## config.mk

```make
export PLATFORM = sky130hd
export DESIGN_NAME = a5gx_starter_fpga_bup_qsys_cpu_div_cell
export DESIGN_NICKNAME = d
export VERILOG_FILES = /design/src/rtl/a5gx_starter_fpga_bup_qsys_cpu_div_cell.sv
export SDC_FILE = /design/constraint.sdc
export NUM_CORES = 1
export LEC_CHECK = 0
export CORE_ASPECT_RATIO = 0.6
export CORE_MARGIN = 4
export CORE_UTILIZATION = 40
export DETAILED_ROUTE_END_ITERATION = 7
export PLACE_DENSITY = 0.64
export SYNTH_ARGS = -nofsm -noshare
export SYNTH_HDL_FRONTEND = slang
export SYNTH_SLANG_ARGS = --single-unit
```

## constraint.sdc

```tcl
create_clock -name clk -period 14.4 [get_ports clk]
set_input_delay 2.88 -clock clk [delete_from_list [all_inputs] [get_ports clk]]
set_output_delay 2.88 -clock clk [all_outputs]
set_load 0.1 [all_outputs]
```

## src/rtl/a5gx_starter_fpga_bup_qsys_cpu_div_cell.sv

```systemverilog
// Iterative radix-2 restoring divider for the CPU execute path (div/divu/rem).
// One quotient bit per clock; sign handled by abs on entry and negate on exit.
module a5gx_starter_fpga_bup_qsys_cpu_div_cell #(
  parameter int WIDTH = 32
) (
  input  logic             clk,
  input  logic             reset,
  input  logic             E_div_start,
  input  logic             E_div_abort,
  input  logic             E_ctrl_div_signed,
  input  logic [WIDTH-1:0] E_src1_div_cell,
  input  logic [WIDTH-1:0] E_src2_div_cell,
  output logic             A_div_busy,
  output logic             A_div_done,
  output logic [WIDTH-1:0] A_div_quot,
  output logic [WIDTH-1:0] A_div_rem,
  output logic             A_div_by_zero
);
  localparam int CW = (WIDTH > 1) ? $clog2(WIDTH) : 1;
  localparam logic [1:0] IDLE = 2'd0;
  localparam logic [1:0] CALC = 2'd1;
  localparam logic [1:0] FIX  = 2'd2;

  logic [1:0]       state;
  logic [CW-1:0]    cnt;
  logic [WIDTH-1:0] dvd_q;     // dividend bits shift out the top, quotient bits shift in the bottom
  logic [WIDTH-1:0] dvsr;
  logic [WIDTH-1:0] prem;
  logic [WIDTH-1:0] src1_org;
  logic             neg_q, neg_r, dz;

  logic [WIDTH-1:0] abs1, abs2;
  logic [WIDTH:0]   shifted, diff;

  // abs(-2^(WIDTH-1)) wraps to itself, which is the correct unsigned magnitude
  assign abs1 = (E_ctrl_div_signed && E_src1_div_cell[WIDTH-1]) ? -E_src1_div_cell : E_src1_div_cell;
  assign abs2 = (E_ctrl_div_signed && E_src2_div_cell[WIDTH-1]) ? -E_src2_div_cell : E_src2_div_cell;

  // partial remainder < divisor, so diff[WIDTH] is a clean borrow flag
  assign shifted = {prem, dvd_q[WIDTH-1]};
  assign diff    = shifted - {1'b0, dvsr};

  assign A_div_busy = (state != IDLE);

  always_ff @(posedge clk or posedge reset) begin
    if (reset) begin
      state         <= IDLE;
      cnt           <= '0;
      dvd_q         <= '0;
      dvsr          <= '0;
      prem          <= '0;
      src1_org      <= '0;
      neg_q         <= 1'b0;
      neg_r         <= 1'b0;
      dz            <= 1'b0;
      A_div_done    <= 1'b0;
      A_div_quot    <= '0;
      A_div_rem     <= '0;
      A_div_by_zero <= 1'b0;
    end else begin
      A_div_done <= 1'b0;
      case (state)
        IDLE: begin
          if (E_div_start && !E_div_abort) begin
            state    <= CALC;
            cnt      <= '0;
            dvd_q    <= abs1;
            dvsr     <= abs2;
            prem     <= '0;
            src1_org <= E_src1_div_cell;
            neg_q    <= E_ctrl_div_signed & (E_src1_div_cell[WIDTH-1] ^ E_src2_div_cell[WIDTH-1]);
            neg_r    <= E_ctrl_div_signed & E_src1_div_cell[WIDTH-1];
            dz       <= (E_src2_div_cell == '0);
          end
        end
        CALC: begin
          if (E_div_abort) begin
            state <= IDLE;
          end else begin
            dvd_q <= {dvd_q[WIDTH-2:0], ~diff[WIDTH]};
            prem  <= diff[WIDTH] ? shifted[WIDTH-1:0] : diff[WIDTH-1:0];
            if (cnt == CW'(WIDTH-1)) begin
              cnt   <= '0;
              state <= FIX;
            end else begin
              cnt <= cnt + 1'b1;
            end
          end
        end
        FIX: begin
          state <= IDLE;
          if (!E_div_abort) begin
            A_div_done    <= 1'b1;
            A_div_quot    <= dz ? '1 : (neg_q ? -dvd_q : dvd_q);
            A_div_rem     <= dz ? src1_org : (neg_r ? -prem : prem);
            A_div_by_zero <= dz;
          end
        end
        default: state <= IDLE;
      endcase
    end
  end
endmodule

```

**Run 1: a small window of the routed layout**

Region (167, 99) to (187, 119) um. Cells in gray, sequential cells in the stronger gray; small squares are vias.
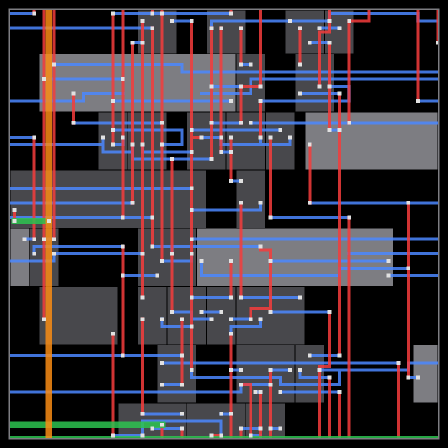
[M3] green
[M2] red
[M4] orange
[M1] blue
most frequent: a21oi_1 (5), o21ai_0 (5), nor2_1 (5)
netlist names of flops here include: `dvd_q` (3)
sequential cells in the window: 3
cells with their middle in the window: 29

**Run 1: metal layers overlaid**

(3 px per um) Only two layers are drawn.
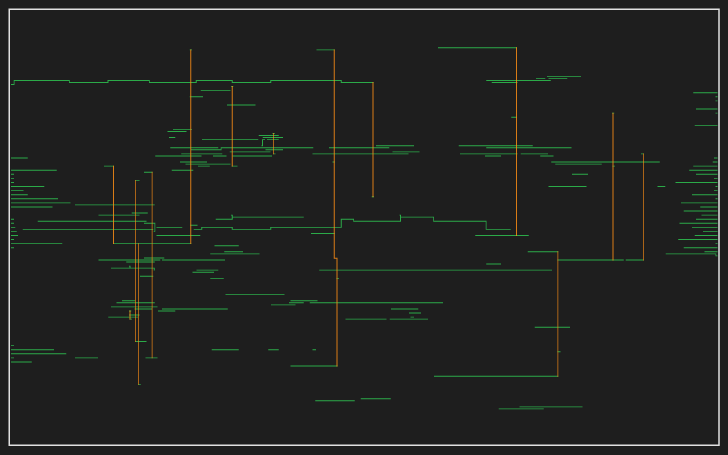
[M4] orange | wire length: 622 um
[M3] green | wire length: 1,980 um
overall via count from detail_route: 11.1k
routed length per instance: 17.2 um
total wire length: 34,900 um
global-route usage over all layers: 0.201

**Run 1: the metal 2 layer**

(2 px per um) Cells faint in the background.
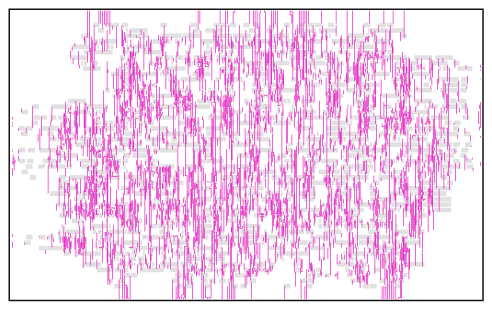
main direction: vertical
longest straight run: 55.1 um
share of all routed wire: 42%
nets with wire on the layer: 1,403
wire length on this layer: 14,700 um
met2 Track Usage GR: 0.302

==> results.txt, run 1 <==
Implementation run completed; key figures follow.

Status:
- The flow ran to the end, and the final reports show no timing, DRC or antenna violations.

CTS:
- The run puts the number of levels the H-tree was split into at 1.
- The number of gates resized after CTS was 0.
- The run gives the count of hold-fix buffers inserted at cts as 0.
- TritonCTS built the clock tree.
- The run gives the maximum root-to-sink buffer count as 3.
- The root buffer cell chosen for the clock tree is sky130_fd_sc_hd__clkbuf_16.
- Per the repair_timing log after CTS, setup buffers inserted total 0.
- The run gives the clock-pin slew on the worst setup and hold paths as ~60 ps.
- The run puts the number of buffers created by CTS at 22.
- The run gives the insertion delay to the later sink of the worst-skew pair as approximately 530 ps.
- The run puts the number of sinks driven by the clock tree at approximately 200.

Global routing:
- The run puts the number of antenna violations at the first check in global routing at 0.
- The run puts the leftover overflow at the end of global routing at 0.
- Entering global routing, the biggest net connects just under 80 pins.
- The run puts the via count of the first global-routing pass at between 10k and 15k.
- The run gives the global-route wire length before repair as 56,600 um.

Final layout:
- The run gives the final instance area as 15,000 um2.
- The multi-input combinational cells in the finished layout cover a total of 6940 um2.
- The top cell type in the final layout, fill and taps aside, is sky130_fd_sc_hd__nand2_1.
- The non-clock inverters instantiated in the layout total roughly 53.
- The run puts the non-clock buffer contribution to total cell area at 0.0982.
- The run puts the tally of filler cells in the layout at a little under 3k.
- The run puts the post-route core utilization at 0.494.
- The run gives the area added between synthesis and finish as 20.0%.
- The run gives the leading cell category by total area as logic gates.
- Of all the cell area in the finished design, the clock network holds 0.0503.
- The run puts the number of nets at the end of the flow at 1,709.
- The run gives the tally of clock buffers in the finished layout as 30.
- The run puts the area taken by flip-flops and latches at 5110 um2.
- According to the cell report, flip-flops and latches in the layout number 204.
- The run puts the antenna cell count at 0.
- The run puts the number of multi-input combinational cells in the layout at 1,169.
- The run puts the non-clock buffer count in the final layout at 151.
- In the layout the commonest cells are 261 x sky130_fd_sc_hd__nand2_1, 203 x sky130_fd_sc_hd__dfrtp_1, 165 x sky130_fd_sc_hd__o21ai_0.
- Registers represent a cell area share of 0.341.
- The count of cells in the finished layout, fillers not included, comes to roughly 2k.
- The run puts the fraction of layout cells with a size suffix above 1 at 0.0477.
- The layout report gives the multi-input gate share of total cell area as 0.463.

STA:
- The run gives the number of hold-slack violations in the final timing report as 0.
- The run puts the post-route worst setup slack at between 8000 and 9000 ps.
- The smallest clock period supported by the final layout is computed as about 5400 ps.
- The run puts the final count of negative-setup-slack endpoints at 0.
- The run puts the relative max-transition margin at 0.278.
- The run puts the final critical-path share of the clock period at 0.378.
- The run puts the worst-case clock skew at 17.9 ps.
- Adding up every negative setup slack in the final design gives 0 ps.
- The run puts the slew of the pin with the lowest slew margin at around 1100 ps.
- The run puts the fmax at approximately 180 MHz.
- Setup repair after global routing left no endpoint under its margin.
- The final timing report lists a max-slew violation count of 0.
- The most critical hold endpoint after final layout shows a slack of ~470 ps.

Logic synthesis:
- The synthesis report names the predominant flop master as sky130_fd_sc_hd__dfrtp_1.
- Per the synthesis report, the number of distinct cell types is approximately 67.
- Sorting the synthesized cells by how often they occur yields 262 x sky130_fd_sc_hd__nand2_1, 204 x sky130_fd_sc_hd__dfrtp_1, 165 x sky130_fd_sc_hd__o21ai_0.
- The Yosys step of the flow raised 0 warnings.
- The run gives the synthesized area as about 12,000 um2.
- The run gives the count of mapped cells out of synthesis as roughly 1.5k.
- Synthesis produced a netlist with a net count of about 1.6k.
- The share of the Yosys chip area taken by registers is 0.409.
- Post-synthesis, Yosys gives the total cell area as about 12,000 um2.
- By area the synthesized netlist is led by sky130_fd_sc_hd__dfrtp_1 41%, sky130_fd_sc_hd__nand2_1 7.9%, sky130_fd_sc_hd__o21ai_0 6.6%.
- The share of synthesized area in the top cell type comes to 0.409.
- Per the Yosys statistics, synthesis produced roughly 1.5k cells.
- The run puts the number of synthesized flops with an enable pin at 0.
- Sorting the synthesis cell report by count puts at the top sky130_fd_sc_hd__nand2_1.
- The run gives the async set-reset flop share out of synthesis as 1.00.
- sky130_fd_sc_hd__dfrtp_1 takes more of the synthesized area than any other cell.
- The run gives the post-synthesis register bit count as 204.
- The run puts the synthesized area divided by synthesized cell count at 8.33 um2.

Floorplanning:
- The run gives the core utilization before placement as 0.412.
- The run gives the number of tap cells inserted as slightly above 400.
- The run puts the placeable core area at roughly 30,000 um2.
- 136 I/O pins were placed.
- The run puts the y dimension of the die at 145 um.
- The run gives the horizontal extent of the die as 236 um.
- The run gives the placement row count as just under 50.
- The run puts the floorplan die area at approximately 34,000 um2.

Placed design:
- The run gives the last weighted congestion value of the routability-driven placer as between 0.8 and 0.9.
- The run puts the worst setup slack after placement at between 8000 and 9000 ps.
- The run puts the cell area reported after detailed placement at about 14,000 um2.
- The run gives the count of port buffers added during placement as between 100 and 150.
- The run puts the estimated wirelength of the detail-placed design at between 20,000 and 30,000 um.
- The run puts the number of instances in the placed design at a little under 2k.

Setup path:
- STA classifies the critical path endpoint as a register.
- For the worst reg-to-reg path, the startpoint reported by OpenROAD is dvd_q[31].
- The worst setup path is launched from an input port.
- The run gives the required time of the critical path as ~15,000 ps.
- At the worst endpoint, the arrival time is between 5000 and 6000 ps.
- The run gives the largest fanout on the critical path as 4.
- The setup path with the least slack is of type in2reg.
- The critical path starts at E_src2_div_cell[8].

Pwr:
- The run gives the maximum vdd drop as about 0.080 mV.
- The run gives the total power divided by cell area as approximately 180 nW/um2.
- The run puts the cell leakage power at 6.66 nW.
- The final power report lists total power as around 2.6 mW.

Routing:
- Detailed-route iteration 0 reported a violation count of around 1k.
- Before antenna repair, the detailed router went through 6 iterations.
- The count of nets left with antenna violations once routing finished came out at 0.
- After detailed routing, the number of remaining DRC violations is 0.
- Dividing the detail-routed via count by the number of cells gives 5.50.

Min path:
- Checking hold timing, the worst path is listed with class reg2reg.
- Looking at hold timing, the worst path starts from cnt[3].

Flow run:
- The run gives the OpenROAD warning count as 26.
- Across the run, the number of max-cap violations was 0.
## run 1: per-layer routing
metal / GRT usage / part of all wire / vias up
li1: - / - / 5422
met1: 0.308 / 0.50 / 5370
met2: 0.302 / 0.42 / 292
met3: 0.0324 / 0.057 / 36
met4: 0.0370 / 0.018 / 0
met5: 0 / 0 / -
## run 1: worst paths after layout
check	endpoint	slack, ps	cells after the start
max	dvsr[29]	8950	10
min	cnt[3]	470	1
max reg2reg	prem[10]	10340	13
min reg2reg	cnt[3]	470	1
max in group asynchronous	dz	10250	3
min in group asynchronous	A_div_quot[1]	2830	2
## run 1: sequential cells by signal (all words and copies together) (netlist names)
name           count
state              2
dvsr              32
A_div_by_zero      1
A_div_done         1
A_div_rem         32
cnt                5
prem              32
dz                 1
neg_q              1
src1_org          32
neg_r              1
dvd_q             32
A_div_quot        32
## run 1: critical path: stages
cell and delay (ps):
sky130_fd_sc_hd__clkdlybuf4s50_1 460, sky130_fd_sc_hd__or4_1 630, sky130_fd_sc_hd__nor4_1 370, sky130_fd_sc_hd__nand3b_1 210, sky130_fd_sc_hd__nand2b_1 240, sky130_fd_sc_hd__nor2b_1 290
sky130_fd_sc_hd__nand2_1 160, sky130_fd_sc_hd__o41ai_1 330, sky130_fd_sc_hd__xor2_1 180, sky130_fd_sc_hd__o21ai_0 80
## run 1: report_power, final
group | internal (mW) | total [mW] | switching, mW
clock network | 0.361 | 0.603 | 0.242
logic | 0.521 | 1.19 | 0.673
registers | 0.679 | 0.830 | 0.151
## run 1: logic make-up after synthesis
family,count (synthesis),synth area share
XOR/XNOR,139,0.0975
adder cells (fa/ha/maj),39,0.0397
AND-OR/OR-AND,423,0.200
AND/OR/NAND/NOR,537,0.191
flip-flops,204,0.409
buffers and inverters,126,0.0380
multiplexers,31,0.0249
**Run 1: clock routing**

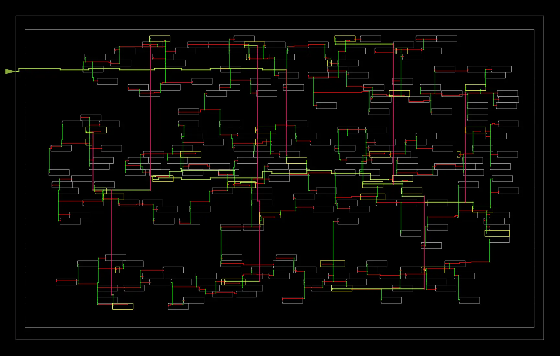

==> inputs of run 2 (changes only) <==
==> constraint.sdc (replaced) <==
create_clock -name clk -period 5.7 [get_ports clk]
set_input_delay 1.14 -clock clk [delete_from_list [all_inputs] [get_ports clk]]
set_output_delay 1.14 -clock clk [all_outputs]
set_load 0.1 [all_outputs]
**Run 2: clock routing**

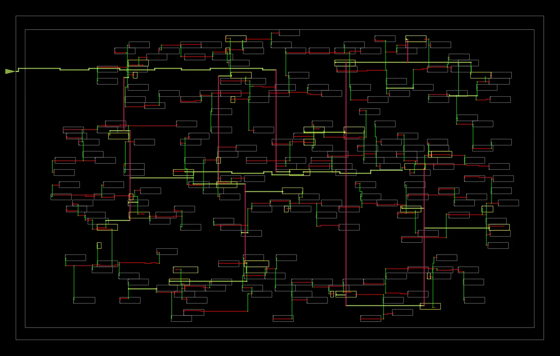
clock tree sinks: 204
Insertion Delay late pin: 520 ps
clkbuf count: 28

**Run 2: metal layers overlaid**

(3 px per um) Only two layers are drawn.
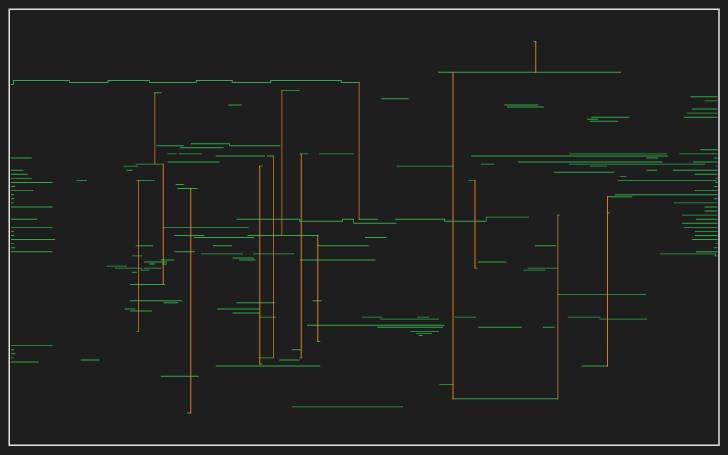
[M3] green | wire length: 1,880 um
[M4] orange | wire length: 785 um
global-route usage over all layers: 0.205
total wire length: 35,200 um
overall via count from detail_route: 11.1k
routed length per instance: 17.4 um

==> results.txt, run 2 <==
Implementation run completed; key figures follow.

Final layout:
- In the layout the commonest cells are 261 x sky130_fd_sc_hd__nand2_1, 203 x sky130_fd_sc_hd__dfrtp_1, 165 x sky130_fd_sc_hd__o21ai_0.
- The area taken by flip-flops and latches came to 5110 um2 (unchanged).
- The flow measured a signed area growth from synthesis to layout of 19.8%.
- The run gives the tally of filler cells in the layout as 2,894 (unchanged).
- The run puts the logic area at 6940 um2 (about the same).
- The run gives the antenna cell count as 0 (unchanged).
- The run gives the most common cell after layout, fill and taps aside as sky130_fd_sc_hd__nand2_1.
- The run puts the final instance area at 15,000 um2 (-0.22%).
- The run puts the number of standard cells in the layout, taps in and fillers out at 2,021 (-0.099%).
- The run puts the fraction of layout cells with a size suffix above 1 at 0.0465 (-0.00118).
- The number of nets at the end of the flow came to 1,709 (unchanged).

Logic synthesis:
- The run gives the number of synthesized flops with an enable pin as 0 (unchanged).
- The number of standard cells reported by yosys was 1,499 (unchanged).
- The basic-gate share of the synthesized area counting and, or, nand and nor cells came to 0.191 (unchanged).
- The run puts the synthesized area at 12,500 um2 (unchanged).
- The run gives the aoi/oai-family share of the synthesized area as 0.200 (unchanged).
- The run gives the post-synthesis register bit count as 204 (unchanged).
- The run puts the post-synthesis adder-cell area fraction at 0.0397 (unchanged).
- The synthesis run shows the most used standard cells to be 262 x sky130_fd_sc_hd__nand2_1, 204 x sky130_fd_sc_hd__dfrtp_1, 165 x sky130_fd_sc_hd__o21ai_0.
- The run gives the main flop type as sky130_fd_sc_hd__dfrtp_1.
- The run gives the async set-reset flop share out of synthesis as 1.00 (unchanged).
- The run gives the post-synthesis cell type with the largest instance count as sky130_fd_sc_hd__nand2_1.
- The run gives the top-area cell type share of the netlist area as 0.409 (unchanged).
- Among the non-sequential cells, AND-OR/OR-AND gates take the most area.
- The run gives the library cell with the largest summed area after synthesis as sky130_fd_sc_hd__dfrtp_1.
- The run gives the proportion of synthesized chip area in sequential cells as 0.409 (unchanged).
- The run puts the fraction of synthesized cell area in xor and xnor cells at 0.0975 (unchanged).
- The run gives the count of mapped cells out of synthesis as 1,499 (unchanged).
- The run puts the Yosys chip area at 12,500 um2 (unchanged).
- The run gives the multiplexer fraction of the synthesized cell area as 0.0249 (unchanged).
- The run gives the synthesized area divided by synthesized cell count as 8.33 um2 (unchanged).
- The synthesis report lists the most area-consuming cells as sky130_fd_sc_hd__dfrtp_1 41%, sky130_fd_sc_hd__nand2_1 7.9%, sky130_fd_sc_hd__o21ai_0 6.6%.
- The run puts the total of warnings raised by yosys at 0 (unchanged).
- The unique cell type count in the Yosys netlist came to 67 (unchanged).
- The net count after synthesis came to 1,607 (unchanged).

STA:
- The run puts the number of hold-slack violations in the final timing report at 0 (unchanged).
- The run puts the setup TNS at 0 ps (unchanged).
- The count of pins over their slew limit is 0 (unchanged).
- The slew of the pin with the lowest slew margin is 1070 ps (-16.0 ps).
- The run gives the post-route minimum period as roughly 4000 ps.
- The run gives the fmax as ~250 MHz.
- Setup repair after global routing left no endpoint under its margin.
- The run puts the relative max-transition margin at 0.287 (+0.00844).
- The worst hold-check slack was 475 ps (+3.19 ps).
- The run puts the final critical-path share of the clock period at 0.706.
- The run gives the worst-case clock skew as 12.2 ps (-5.73 ps).
- The final count of negative-setup-slack endpoints came to 0 (unchanged).

Floorplanning:
- The run gives the core utilization before placement as 0.412 (unchanged).
- The run puts the horizontal extent of the die at 236 um (unchanged).
- The placement row count was 49 (unchanged).
- The run puts the I/O pin count at 136 (unchanged).
- The run gives the floorplan die area as 34,200 um2 (unchanged).
- The run puts the y dimension of the die at 145 um (unchanged).
- The run puts the placeable core area at 30,300 um2 (unchanged).

Flow run:
- The OpenROAD warning count is 28 (+7.7%).
- The max capacitance violation total was 0 (unchanged).

Global routing:
- The global-route wire length before repair was 57,700 um (+1.9%).
- The run puts the via count of the first global-routing pass at 10.8k (+1.1%).
- The run puts the number of antenna violations at the first check in global routing at 0 (unchanged).
- The pin count of the biggest net entering global routing was 104 (+35%).
- The run puts the leftover overflow at the end of global routing at 0 (unchanged).

CTS:
- In this run the clock root is driven by a sky130_fd_sc_hd__clkbuf_16.
- The run puts the number of setup buffers added after CTS at 0 (unchanged).
- The run gives the count of instances resized after the clock tree is built as 0 (unchanged).
- The number of buffers created by CTS came to 23 (+4.5%).
- The run puts the clock-pin slew on the worst setup and hold paths at 60 ps (about the same).
- The run gives the number of levels the H-tree was split into as 1 (unchanged).
- TritonCTS built the clock tree.
- The run gives the count of hold-fix buffers inserted at cts as 0 (unchanged).
- The run puts the maximum root-to-sink buffer count at 3 (unchanged).

Setup path:
- The run gives the delay of the slowest cell on the worst path as 810 ps (+180 ps).
- The critical path goes through inv_1 -> ha_1 -> fa_1 -> nor2b_1 -> o31a_1 -> o21a_1 -> a32oi_1 -> a21bo_2 -> a311o_1 -> o21ai_1 -> a2bb2oi_1 -> o21ai_0.
- The run gives the required time of the critical path as 6060 ps (-8720 ps).
- The run puts the largest fanout on the critical path at 10 (+6).
- The worst setup path is launched from a register.
- The run gives the critical path's top delay family as AND-OR/OR-AND gates.
- The run gives the worst-path cell with the longest stage delay as sky130_fd_sc_hd__o21ai_1.
- The arrival time at the worst endpoint is 4380 ps (-1450 ps).
- STA classifies the critical path endpoint as a register.
- By startpoint and endpoint, the worst setup path is classified as reg2reg.
- The buffers plus inverters on the worst setup path is 1 (unchanged).

Pwr:
- The run gives the total power draw as 6.59 mW (+150%).
- The total power divided by cell area came to 441 nW/um2 (+150%).
- The run gives the maximum vdd drop as 0.271 mV (+240%).
- The run gives the cell leakage power as 6.65 nW (-0.18%).

Placed design:
- The run gives the count of port buffers added during placement as 135 (unchanged).
- The cell area reported after detailed placement came to 14,200 um2 (about the same).
- The last weighted congestion value of the routability-driven placer was 0.900 (+0.31%).
- The run puts the number of instances in the placed design at 1,984 (-0.050%).
- The run gives the estimated wirelength of the detail-placed design as 26,000 um (+1.3%).

Routing:
- The run gives the via density per instance as 5.48 (-0.23%).
- The violation tally from detailed-route iteration zero is 1,007 (+0.40%).
- The first-pass iteration count of the detailed router came to 5 (-1).
- The run gives the DRC violation count after routing as 0 (unchanged).
- The run gives the number of antenna-violating nets in the routed design as 0 (unchanged).

Status:
- The run finished with clean final reports.

Min path:
- The run gives the worst hold-check path type as reg2reg.
**Run 2: a small window of the routed layout**

Region (167, 99) to (187, 119) um. Cells in gray, sequential cells in the stronger gray; small squares are vias.
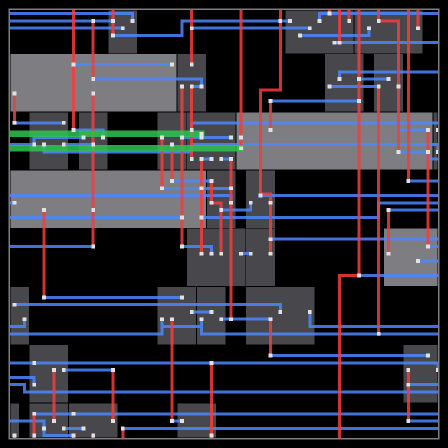
[M3] green
[M1] blue
[M2] red
netlist names of flops here include: `dvd_q` (3)
most frequent: nand2_1 (8), o21ai_0 (4)
sequential cells in the window: 3
cells with their middle in the window: 25

[run 2: netlist changes by cell type in the layout (fill, tap and decap cells not counted), sizes merged]
cell,change
bufinv,-1
clkinv,+4
buf,-1
clkbuf,-2
inv,-2
[run 2: cells by family after synthesis]
kind of cell / Yosys count
compound gates: 423
xor+xnor: 139
fa+ha+maj: 39
buf+inv: 126
flops: 204
mux: 31
simple gates: 537
[run 2: final cells by class]
| cell class | count | area share |
|---|---|---|
| multi-input combinational | 1169 | 0.464 |
| sequential | 204 | 0.341 |
| timing repair buffer | 150 | 0.0996 |
| clock inverter | 9 | 0.00636 |
| tap | 408 | 0.0341 |
| clock buffer | 28 | 0.0411 |
| inverter | 53 | 0.0136 |
[run 2: routing by layer]
metal	wire length, um	part of all wire	GRT usage	up-vias
met5	0	0	0	-
met4	785	0.022	0.0454	0
met3	1880	0.053	0.0354	37
met2	14500	0.41	0.300	276
met1	18000	0.51	0.316	5358
li1	-	-	-	5413
[run 2: final timing paths]
check	from	end	slack, ps	cells past startpoint
worst max-delay path	dvd_q[31]	prem[30]	1680	12
worst min-delay path	src1_org[18]	src1_org[18]	470	2
worst max register to register	dvd_q[31]	prem[30]	1680	12
worst min register to register	src1_org[18]	src1_org[18]	470	2
max in group asynchronous	reset	A_div_rem[22]	3390	3
min in group asynchronous	reset	dvd_q[9]	1140	2
[run 2: per-stage QoR]
| step | setup slack, ps | util |
|---|---|---|
| final | 1680 | 0.493 |
| after detailed placement | 1440 | 0.469 |
| after global routing | 1420 | 0.493 |
| after CTS | 1730 | 0.493 |
| after floorplan | 1920 | - |
| after global placement | 1480 | 0.469 |
[run 2: power breakdown]
group          internal, mW  switching, mW  leakage (nW)
Sequential             1.72          0.391          2.67
Combinational          1.32           1.71          3.62
Clock                 0.849          0.614         0.357
**Run 2: I/O nets highlighted**

(2 px per um)
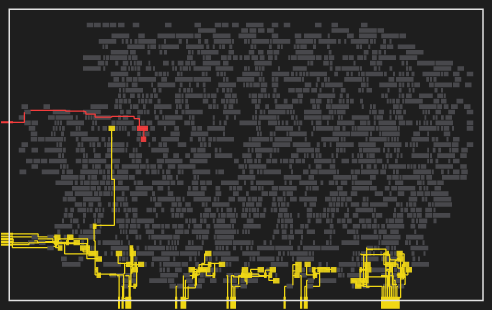

==> inputs of run 3 (changes only) <==
--- a/config.mk
+++ b/config.mk
@@ -9,7 +9,7 @@
 export CORE_MARGIN = 4
 export CORE_UTILIZATION = 40
 export DETAILED_ROUTE_END_ITERATION = 7
-export PLACE_DENSITY = 0.64
+export PLACE_DENSITY = 0.66
 export SYNTH_ARGS = -nofsm -noshare
 export SYNTH_HDL_FRONTEND = slang
 export SYNTH_SLANG_ARGS = --single-unit
==> constraint.sdc (replaced) <==
create_clock -name clk -period 3.6 [get_ports clk]
set_input_delay 0.72 -clock clk [delete_from_list [all_inputs] [get_ports clk]]
set_output_delay 0.72 -clock clk [all_outputs]
set_load 0.1 [all_outputs]
**Run 3: I/O nets highlighted**

(2 px per um)
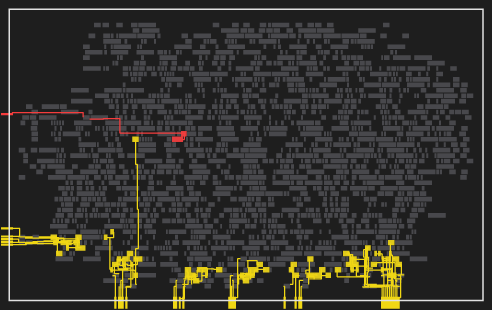
[`E_div_start`] red | bits: 1 | direction: input | edge: west | end cells: 2 | buffers: 1 | wire: 98.2 um
[`E_src2_div_cell`] yellow | bits: 32 | direction: input | edge: 27 south, 5 west | end cells: 68 | buffers: 36 | wire: 1,180 um
IO buf count: 135
number of ports placed on the die boundary: 136

**Run 3: the metal 2 layer**

(2 px per um) Cells faint in the background.
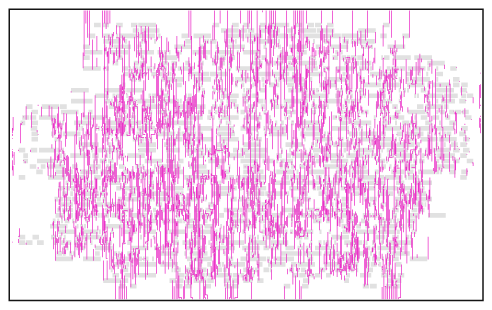
wire length on this layer: 15,000 um
share of all routed wire: 42%
longest straight run: 83.6 um
main direction: vertical
met2 Track Usage GR: 0.312
overall via count from detail_route: 11.3k
total wire length: 36,000 um

**Run 3: clock routing**

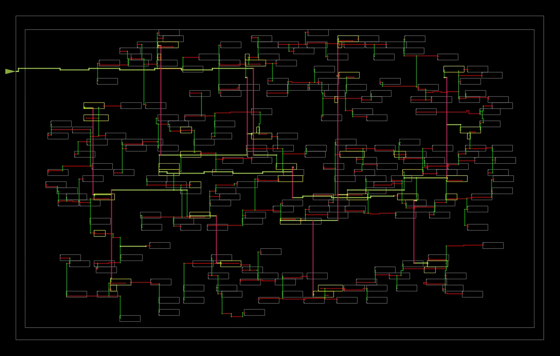
number of buffers created by CTS: 22
clock tree skew after final layout: 9.09 ps
Seq Cell Count: 204
clkbuf count: 33

==> results.txt, run 3 <==
Implementation run completed; key figures follow.

CTS:
- The insertion delay to the later sink of the worst-skew pair came to 520 ps (about the same).
- The number of setup buffers added after CTS came to 0 (unchanged).
- Clock tree synthesis selected as its root buffer the cell sky130_fd_sc_hd__clkbuf_16.
- The maximum root-to-sink buffer count came to 3 (unchanged).
- The clock-pin slew on the worst setup and hold paths came to 60 ps (about the same).
- The run puts the number of levels the H-tree was split into at 1 (unchanged).
- TritonCTS built the clock tree.
- The run gives the number of sinks driven by the clock tree as 204 (unchanged).

Setup path:
- The critical path goes through inv_1 -> ha_1 -> fa_2 -> nor2b_2 -> o31a_1 -> o21a_1 -> a32oi_1 -> a21bo_2 -> o311ai_0 -> buf_4 -> nor2_4 -> clkbuf_16 -> mux2i_1 -> o21ai_0.
- The critical path's slowest stage uses the library cell sky130_fd_sc_hd__dfrtp_1.
- The run gives the buffers plus inverters on the worst setup path as 3 (+2).
- The run gives the required time of the critical path as 4000 ps (-2060 ps).
- The run puts the arrival time at the worst endpoint at 3880 ps (-500 ps).
- The timing report attributes the biggest portion of critical-path delay to AND-OR/OR-AND gates.
- The run gives the endpoint of the worst-slack reg-to-reg timing path as prem[23].
- The run gives the worst-case register-to-register setup slack as 120 ps (-1560 ps).
- The run gives the element type at the critical path end as a register.
- In the setup report, the worst path falls into the class reg2reg.
- The run gives the path depth of the worst reg2reg path as 14 (+2).
- STA lists the startpoint of the worst register-to-register path as dvd_q[31].
- The run puts the largest fanout on the critical path at 14 (+4).
- The run puts the critical path depth at 14 (+2).
- The run puts the delay of the slowest cell on the worst path at 400 ps (-410 ps).
- The worst setup path is launched from a register.

Global routing:
- The run gives the pin count of the biggest net entering global routing as 119 (+14%).
- The run gives the total routing usage reported by global routing as 0.207 (+0.00179).
- The run gives the leftover overflow at the end of global routing as 0 (unchanged).
- The run gives the global-route wire length before repair as 58,300 um (+1.1%).
- The run puts the via count of the first global-routing pass at 11.1k (+2.9%).
- The number of antenna violations at the first check in global routing is 0 (unchanged).

Final layout:
- The run gives the non-clock buffer contribution to total cell area as 0.121 (+0.0211).
- The number of multi-input combinational cells in the layout came to 1,169 (unchanged).
- The run puts the tally of filler cells in the layout at 2,845 (-1.7%).
- The run gives the fraction of area in registers as 0.330 (-0.0109).
- The run puts the number of non-clock inverters at 53 (unchanged).
- The area taken by flip-flops and latches came to 5110 um2 (unchanged).
- The run puts the non-clock buffer count in the final layout at 190 (+27%).
- The run puts the final-layout clock-cell area share at 0.0525 (+0.00504).
- The number of nets at the end of the flow came to 1,748 (+2.3%).
- The run gives the leading cell category by total area as logic gates.
- The antenna cell count is 0 (unchanged).
- The run puts the fraction of layout cells with a size suffix above 1 at 0.0749 (+0.0284).
- The library cell used most frequently in the layout, excluding fill and tap cells, is sky130_fd_sc_hd__nand2_1.
- The run gives the final instance area as 15,500 um2 (+3.3%).
- The combinational fraction of the cell area is 0.450 (-0.0137).
- The run puts the area added between synthesis and finish at 23.7%.
- The most common logic cells in the final layout are 261 x sky130_fd_sc_hd__nand2_1, 203 x sky130_fd_sc_hd__dfrtp_1, 165 x sky130_fd_sc_hd__o21ai_0.

Pwr:
- The run gives the maximum vdd drop as 0.403 mV (+48%).
- The run gives the total power draw as 11.2 mW (+70%).
- The total power divided by cell area was 724 nW/um2 (+64%).
- The cell leakage power is 6.92 nW (+4.2%).

Min path:
- The run gives the worst hold path cell count as 2 (unchanged).
- For the worst min-delay path, the startpoint reported by OpenROAD is src1_org[29].
- The worst hold path belongs to the class reg2reg.
- For hold timing, the worst endpoint is src1_org[29].

Logic synthesis:
- The aoi/oai-family share of the synthesized area is 0.200 (unchanged).
- The run puts the net count after synthesis at 1,607 (unchanged).
- The run gives the total of warnings raised by yosys as 0 (unchanged).
- The basic-gate share of the synthesized area counting and, or, nand and nor cells came to 0.191 (unchanged).
- Per the synthesis report, the dominant area consumer among library cells is sky130_fd_sc_hd__dfrtp_1.
- The run gives the number of synthesized flops with an enable pin as 0 (unchanged).
- The run puts the number of standard cells reported by yosys at 1,499 (unchanged).
- The run puts the top-area cell type share of the netlist area at 0.409 (unchanged).
- In the post-synthesis netlist, the biggest area contributors are sky130_fd_sc_hd__dfrtp_1 41%, sky130_fd_sc_hd__nand2_1 7.9%, sky130_fd_sc_hd__o21ai_0 6.6%.
- The run puts the fraction of synthesized cell area in xor and xnor cells at 0.0975 (unchanged).
- The most common cell in the synthesized netlist is sky130_fd_sc_hd__nand2_1.
- The post-synthesis register bit count came to 204 (unchanged).
- The run puts the synthesized area at 12,500 um2 (unchanged).
- The run puts the synthesized area divided by synthesized cell count at 8.33 um2 (unchanged).
- The run gives the async set-reset flop share out of synthesis as 1.00 (unchanged).
- The most used flip-flop cell after synthesis is sky130_fd_sc_hd__dfrtp_1.
- The run puts the proportion of synthesized chip area in sequential cells at 0.409 (unchanged).
- The run gives the multiplexer fraction of the synthesized cell area as 0.0249 (unchanged).
- The post-synthesis adder-cell area fraction was 0.0397 (unchanged).
- The count of mapped cells out of synthesis was 1,499 (unchanged).
- The commonest cells after synthesis are 262 x sky130_fd_sc_hd__nand2_1, 204 x sky130_fd_sc_hd__dfrtp_1, 165 x sky130_fd_sc_hd__o21ai_0.

STA:
- The run gives the fmax as 287 MHz (+15%).
- The run gives the setup TNS as 0 ps (unchanged).
- The run gives the slew of the pin with the lowest slew margin as 1050 ps (-17.6 ps).
- The run puts the final critical-path share of the clock period at 0.968 (+0.262).
- The run gives the post-route minimum period as 3480 ps (-540 ps).
- The run gives the final count of negative-setup-slack endpoints as 0 (unchanged).
- The count of pins over their slew limit was 0 (unchanged).
- The relative max-transition margin came to 0.301 (+0.0140).
- The run puts the number of hold-slack violations in the final timing report at 0 (unchanged).

Floorplanning:
- The run gives the placeable core area as 30,300 um2 (unchanged).
- The run puts the core utilization before placement at 0.412 (unchanged).
- The run gives the placement row count as 49 (unchanged).
- The run puts the number of tap cells inserted at 408 (unchanged).
- The y dimension of the die is 145 um (unchanged).

Flow run:
- The run gives the OpenROAD warning count as 28 (unchanged).
- The max capacitance violation total is 0 (unchanged).

Routing:
- The detailed-route wire length per cell was 17.4 um (+0.11%).
- The run gives the DRC violation count after routing as 0 (unchanged).
- The run gives the number of antenna-violating nets in the routed design as 0 (unchanged).
- The run gives the via density per instance as 5.48 (about the same).
- The violation tally from detailed-route iteration zero came to 1,015 (+0.79%).

Status:
- The flow ran to the end, and the final reports show no timing, DRC or antenna violations.

Placed design:
- The run gives the cell area reported after detailed placement as 14,600 um2 (+2.3%).
- The run gives the estimated wirelength of the detail-placed design as 26,300 um (+0.84%).
- The run gives the last weighted congestion value of the routability-driven placer as 0.885 (-1.7%).
run 3: cell count changes in the layout (fill, tap and decap cells not counted), moves of 4 or more:
cell | before | now
sky130_fd_sc_hd__clkinv_2 | 7 | 2
sky130_fd_sc_hd__clkbuf_8 | 2 | 6
sky130_fd_sc_hd__buf_12 | 2 | 6
sky130_fd_sc_hd__clkdlybuf4s50_1 | 135 | 131
sky130_fd_sc_hd__buf_4 | 13 | 51
run 3: worst max path at each step:
| stage | start | slack [ps] | to |
|---|---|---|---|
| global placement | E_src1_div_cell[10] | -90 | dvd_q[31] |
| floorplan | reset | 240 | A_div_by_zero |
| detailed placement | E_src1_div_cell[10] | -160 | dvd_q[27] |
| finish | dvd_q[31] | 120 | prem[23] |
| CTS | dvd_q[31] | 150 | prem[13] |
| global route | dvd_q[31] | -3 | prem[23] |
run 3: stage by stage:
| step | cells | utilization | worst slack (ps) | hold WS (ps) |
|---|---|---|---|---|
| final | 2064 | 0.509 | 116 | 475 |
| after global routing | 2064 | 0.509 | -3.06 | 491 |
| after CTS | 2062 | 0.507 | 153 | 476 |
| after detailed placement | 2022 | 0.480 | -160 | 459 |
| after global placement | 2022 | 0.480 | -85.4 | 455 |
| after floorplan | 1499 | - | 236 | 437 |
run 3: metal layers:
metal	global-route usage	wire length, um	up-vias
met5	0	0	-
met4	0.0420	706	0
met3	0.0354	2340	44
met2	0.312	15000	317
met1	0.313	17900	5461
li1	-	-	5496
run 3: report_power, final:
group | internal (mW) | switching (mW) | leakage, nW
logic | 2.39 | 2.93 | 3.86
clock network | 1.58 | 0.980 | 0.396
registers | 2.72 | 0.592 | 2.67
total | 6.68 | 4.51 | 6.92
run 3: timing repair:
action | 4_1_cts | 5_1_grt
resized | 0 | 5
endpoints found under the setup margin | 0 | 11
hold buffers | 0 | 0
hold endpoints to repair | 0 | 0
Power is estimated from default activity; no workload was simulated.
